==> images/gate_families.png <==
Scale bar: 10 um.
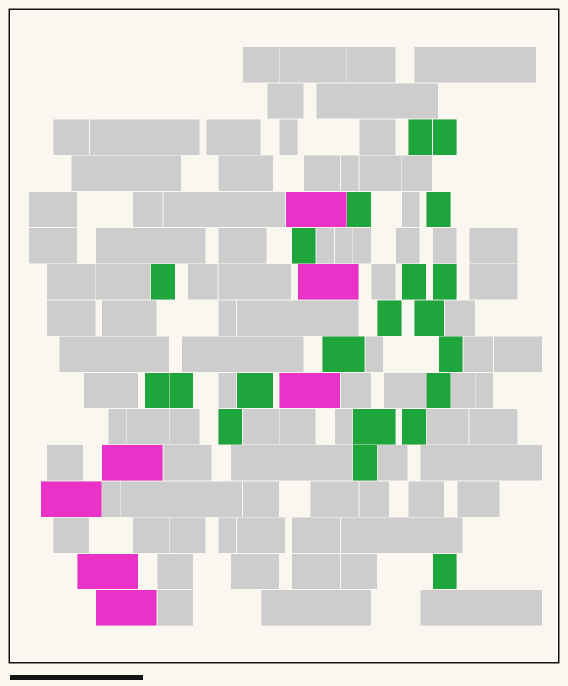
==> images/drive_strength.png <==
Scale bar: 10 um.
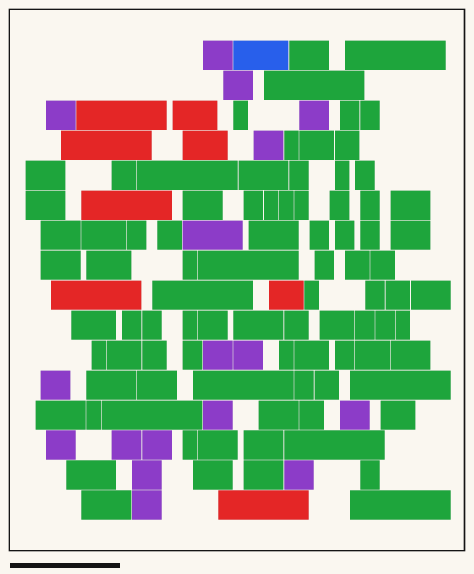
==> images/registers.png <==
Scale bar: 10 um.
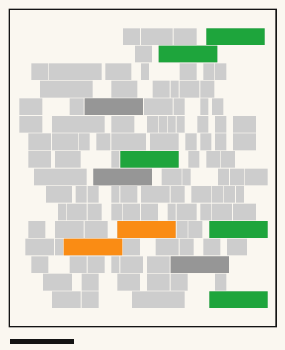
`src/rtl/ahb_bus_arbiter.sv`:
```
// ahb_bus_arbiter
//   Round-robin arbiter that shares one AHB address/data bus among NUM_MGR
//   managers. It drives a one-hot address-phase grant and tracks which
//   manager owns the current data phase, which steers the write-data mux.
//   The bus is handed over only on an IDLE cycle or on the last beat of a
//   fixed-length burst, and never while a locked sequence is in progress.
//
// Ports
//   clk        in   1        bus clock, rising edge
//   reset      in   1        asynchronous, active-high reset
//   busReq     in   NUM_MGR  per-manager bus request
//   lockReq    in   NUM_MGR  per-manager locked-transfer request
//   trans      in   2        HTRANS of address owner (IDLE/BUSY/NONSEQ/SEQ)
//   burst      in   3        HBURST of address owner
//   ready      in   1        HREADY
//   grant      out  NUM_MGR  one-hot address-phase grant
//   addrOwner  out  IDX_W    binary index of the granted manager
//   dataOwner  out  IDX_W    manager owning the current data phase
//   mastLock   out  1        granted sequence is locked
//
// Lock FSM states
//   state     | meaning
//   ST_OPEN   | no locked sequence; handover allowed at legal points
//   ST_LOCKED | owner is inside a locked sequence; grant is pinned

module ahb_bus_arbiter #(
  parameter int NUM_MGR     = 4,
  parameter int DEFAULT_MGR = 0,
  localparam int IDX_W      = (NUM_MGR > 1) ? $clog2(NUM_MGR) : 1
) (
  input  logic               clk,
  input  logic               reset,
  input  logic [NUM_MGR-1:0] busReq,
  input  logic [NUM_MGR-1:0] lockReq,
  input  logic [1:0]         trans,
  input  logic [2:0]         burst,
  input  logic               ready,
  output logic [NUM_MGR-1:0] grant,
  output logic [IDX_W-1:0]   addrOwner,
  output logic [IDX_W-1:0]   dataOwner,
  output logic               mastLock
);

  typedef enum logic {
    ST_OPEN   = 1'b0,
    ST_LOCKED = 1'b1
  } lock_state_t;

  localparam logic [1:0] TR_IDLE   = 2'b00;
  localparam logic [1:0] TR_NONSEQ = 2'b10;
  localparam logic [1:0] TR_SEQ    = 2'b11;

  localparam logic [IDX_W-1:0] DEF_IDX = IDX_W'(DEFAULT_MGR);

  // addr_owner doubles as the round-robin pointer: it always holds the
  // most recent actual grant, and the search starts just after it.
  lock_state_t      lock_state, lock_nxt;
  logic [IDX_W-1:0] addr_owner, owner_nxt;
  logic [IDX_W-1:0] data_owner, data_nxt;
  logic [4:0]       beats_left, beats_nxt;

  logic             accept;
  logic             is_idle, is_nonseq, is_seq;
  logic             owner_lock;
  logic [4:0]       burst_len;
  logic             last_beat;
  logic             rearb;
  logic [IDX_W-1:0] pick;
  logic             found;

  // State register
  always_ff @(posedge clk or posedge reset) begin
    if (reset) begin
      lock_state <= ST_OPEN;
      addr_owner <= DEF_IDX;
      data_owner <= DEF_IDX;
      beats_left <= 5'd0;
    end else begin
      lock_state <= lock_nxt;
      addr_owner <= owner_nxt;
      data_owner <= data_nxt;
      beats_left <= beats_nxt;
    end
  end

  // Next-state logic
  always_comb begin
    is_idle    = (trans == TR_IDLE);
    is_nonseq  = (trans == TR_NONSEQ);
    is_seq     = (trans == TR_SEQ);
    accept     = ready && (is_nonseq || is_seq);
    owner_lock = lockReq[addr_owner];

    case (burst)
      3'd0:       burst_len = 5'd1;
      3'd1:       burst_len = 5'd0;   // INCR: unbounded
      3'd2, 3'd3: burst_len = 5'd4;
      3'd4, 3'd5: burst_len = 5'd8;
      default:    burst_len = 5'd16;
    endcase

    // INCR loads zero so its count can never reach the last-beat value;
    // such a burst is released only by IDLE.
    beats_nxt = beats_left;
    if (accept) begin
      if (is_nonseq)
        beats_nxt = (burst_len == 5'd0) ? 5'd0 : burst_len - 5'd1;
      else if (beats_left != 5'd0)
        beats_nxt = beats_left - 5'd1;
    end

    last_beat = accept && ((is_nonseq && burst_len == 5'd1) ||
                           (is_seq && beats_left == 5'd1));

    lock_nxt = lock_state;
    if (ready) begin
      if (accept && is_nonseq && owner_lock)
        lock_nxt = ST_LOCKED;
      else if (is_idle && !owner_lock)
        lock_nxt = ST_OPEN;
    end

    // Looking at the post-update lock lets the first locked NONSEQ pin the
    // grant immediately and lets the releasing IDLE hand over on the same
    // edge that clears the lock.
    rearb = ready && (lock_nxt == ST_OPEN) && (is_idle || last_beat);

    found = 1'b0;
    pick  = DEF_IDX;
    for (int i = 1; i <= NUM_MGR; i++) begin
      int cand;
      cand = int'(addr_owner) + i;
      if (cand >= NUM_MGR)
        cand = cand - NUM_MGR;
      if (!found && busReq[cand]) begin
        found = 1'b1;
        pick  = IDX_W'(cand);
      end
    end

    owner_nxt = rearb ? pick : addr_owner;
    data_nxt  = ready ? addr_owner : data_owner;
  end

  // Outputs
  always_comb begin
    grant             = '0;
    grant[addr_owner] = 1'b1;
    addrOwner         = addr_owner;
    dataOwner         = data_owner;
    mastLock          = (lock_state == ST_LOCKED);
  end

endmodule
```
`config.mk`:
```
export PLATFORM = sky130hd
export DESIGN_NAME = ahb_bus_arbiter
export DESIGN_NICKNAME = d
export VERILOG_FILES = /design/src/rtl/ahb_bus_arbiter.sv
export SDC_FILE = /design/constraint.sdc
export NUM_CORES = 1
export LEC_CHECK = 0
export CAP_MARGIN = 20
export CORE_ASPECT_RATIO = 1.2
export CORE_UTILIZATION = 45
export DETAILED_ROUTE_END_ITERATION = 7
export PLACE_DENSITY_LB_ADDON = 0.3
export SLEW_MARGIN = 0
export SYNTH_ARGS = -nofsm -noshare
export SYNTH_HDL_FRONTEND = slang
export SYNTH_SLANG_ARGS = --single-unit
```
`constraint.sdc`:
```
create_clock -name clk -period 2.8 [get_ports clk]
set_input_delay 0.56 -clock clk [delete_from_list [all_inputs] [get_ports clk]]
set_output_delay 0.56 -clock clk [all_outputs]
set_load 0.1 [all_outputs]
```
==> flow_summary_export.csv <==
group,metric,value,unit
global_routing,antenna_found_initial,0,
finish,fillerInstances,145,
finish,inv_count,5,
clock_tree,tritoncts,"done",
synth,ys_chip_area,828,um^2
global_routing,grt_busiest_layer,"met2",
hold_path,hold_depth,1,
placed_design,gp_congestion,0.717,
die,die_width,41.2,um
synth,yosysMostFrequentCell,"a21oi_1",
detailed_routing,route.vias.total,764,
setup_path,timing.rr.start,"addrOwner[0]",
synth,synth-edff-count,0,
clock_tree,cts-resized-gates,0,
setup_path,cp_slowest_stage_delay,0.53,ns
die,fp_util,49.3,%
setup_path,crit_type,"input pin to register",
detailed_routing,drcViolationCount,0,
finish,clkCellAreaFrac,3.22,%
clock_tree,cts_setup_buffers,0,
finish,ff_count,10,
setup_path,start_kind,"input pin",
finish,finalNetCount,138,
hold_path,hold_path.class,"register to register",
synth,ys.flop_type,"dfrtp_1",
timing,fin_crit,2.15,ns
detailed_routing,drt_iter0_drc,17,
job,drv_cap,0,
global_routing,grt_max_degree,14,
timing,post-route-period-util,76.8,%
detailed_routing,met2_length,1080,um
synth,yosys-top-cells-count,"a21oi_1 (13), dfrtp_1 (10), ha_1 (7)",
clock_tree,clk_pin_slew,0.07,ns
setup_path,ff2ff_setup_slack,0.77,ns
clock_tree,h-tree-depth,1,
synth,logic_family,"multiplexers",
setup_path,crit_family,"simple AND/OR/NAND/NOR gates",
hold_path,hold_path_end,"dataOwner[0]",
detailed_routing,via_per_inst,5.79,
placed_design,place_hpwl,1510,um
global_routing,overflow,0,
job,openroad.warnings,31,
timing,whs,0.528,ns
timing,setup-violations-final,0,
setup_path,critPathLaunch,"trans[0]",
setup_path,r2r_cells,7,
synth,ys_warn_count,0,
synth,netlist_top_cells_area,"dfrtp_1 (30%), mux4_2 (14%), ha_1 (11%), a21oi_1 (7.9%), mux2_1 (4.1%)",
setup_path,worst-path-stages,6,
global_routing,use_met1,23.7,%
setup_path,r2r_end,"addrOwner[0]",
timing,finClkSkew,0.00237,ns
synth,syn_area,828,um^2
synth,ys_sh_aoi,16.2,%
timing,hold_viol,0,
clock_tree,clk_latency,0.27,ns
clock_tree,clockRootBuffer,"clkbuf_4",
placed_design,io_buffer_count,24,
status,outcome,"complete, no violations",
global_routing,grt_use_met3,2.74,%
clock_tree,ctsHoldBuffers,0,
synth,ys_sh_mux,23.4,%
finish,buffer_area_share,22.0,%
timing,grt_setup_unrepaired,"false",
detailed_routing,top_signal_layer_used,"met4",
global_routing,grtUsageMet2,39.6,%
clock_tree,numCtsBuffers,3,
synth,syn_nets,106,
timing,report.final.slew_viol_count,0,
global_routing,grtUsageTotal,22.4,%
synth,synth_seq_share,30.2,%
die,tap-cell-count,18,
setup_path,crit_path_end,"addrOwner[0]",
synth,netlist.area_leader.share,30.2,%
global_routing,grt_pass1_wl,3130,um
setup_path,cp_max_fo,5,
detailed_routing,dr.pass1.iters,4,
-- gate_families.png (at the start) --
legend:
  inverting AOI/OAI gates:
    color: green
    cells: 21
    most_used: a21oi_1
  adder and majority cells:
    color: magenta
    cells: 7
    most_used: ha_1
dominant logic cell type in the layout: clkdlybuf4s50_1
Final Non-Filler Cells: 132
combinational share of cell area: 48.9%

-- drive_strength.png (at the start) --
legend:
  drive 3 to 4:
    color: purple
    cells: 17
  drive 6 and up:
    color: blue
    cells: 1
  drive 1 or less:
    color: green
    cells: 88
  drive 2:
    color: red
    cells: 8
number of non-clock buffers: 28
Area growth syn-to-layout: 36.1%
Design Area, Final: 1130 um^2
setup ws final: 0.648 ns

-- registers.png (at the start) --
legend:
  beats_left:
    color: green
    sequential_cells: 5
  addrOwner:
    color: orange
    sequential_cells: 2
not colored: 3
Final Util: 67.0%
register area: 250 um^2
flop share of the area: 22.2%

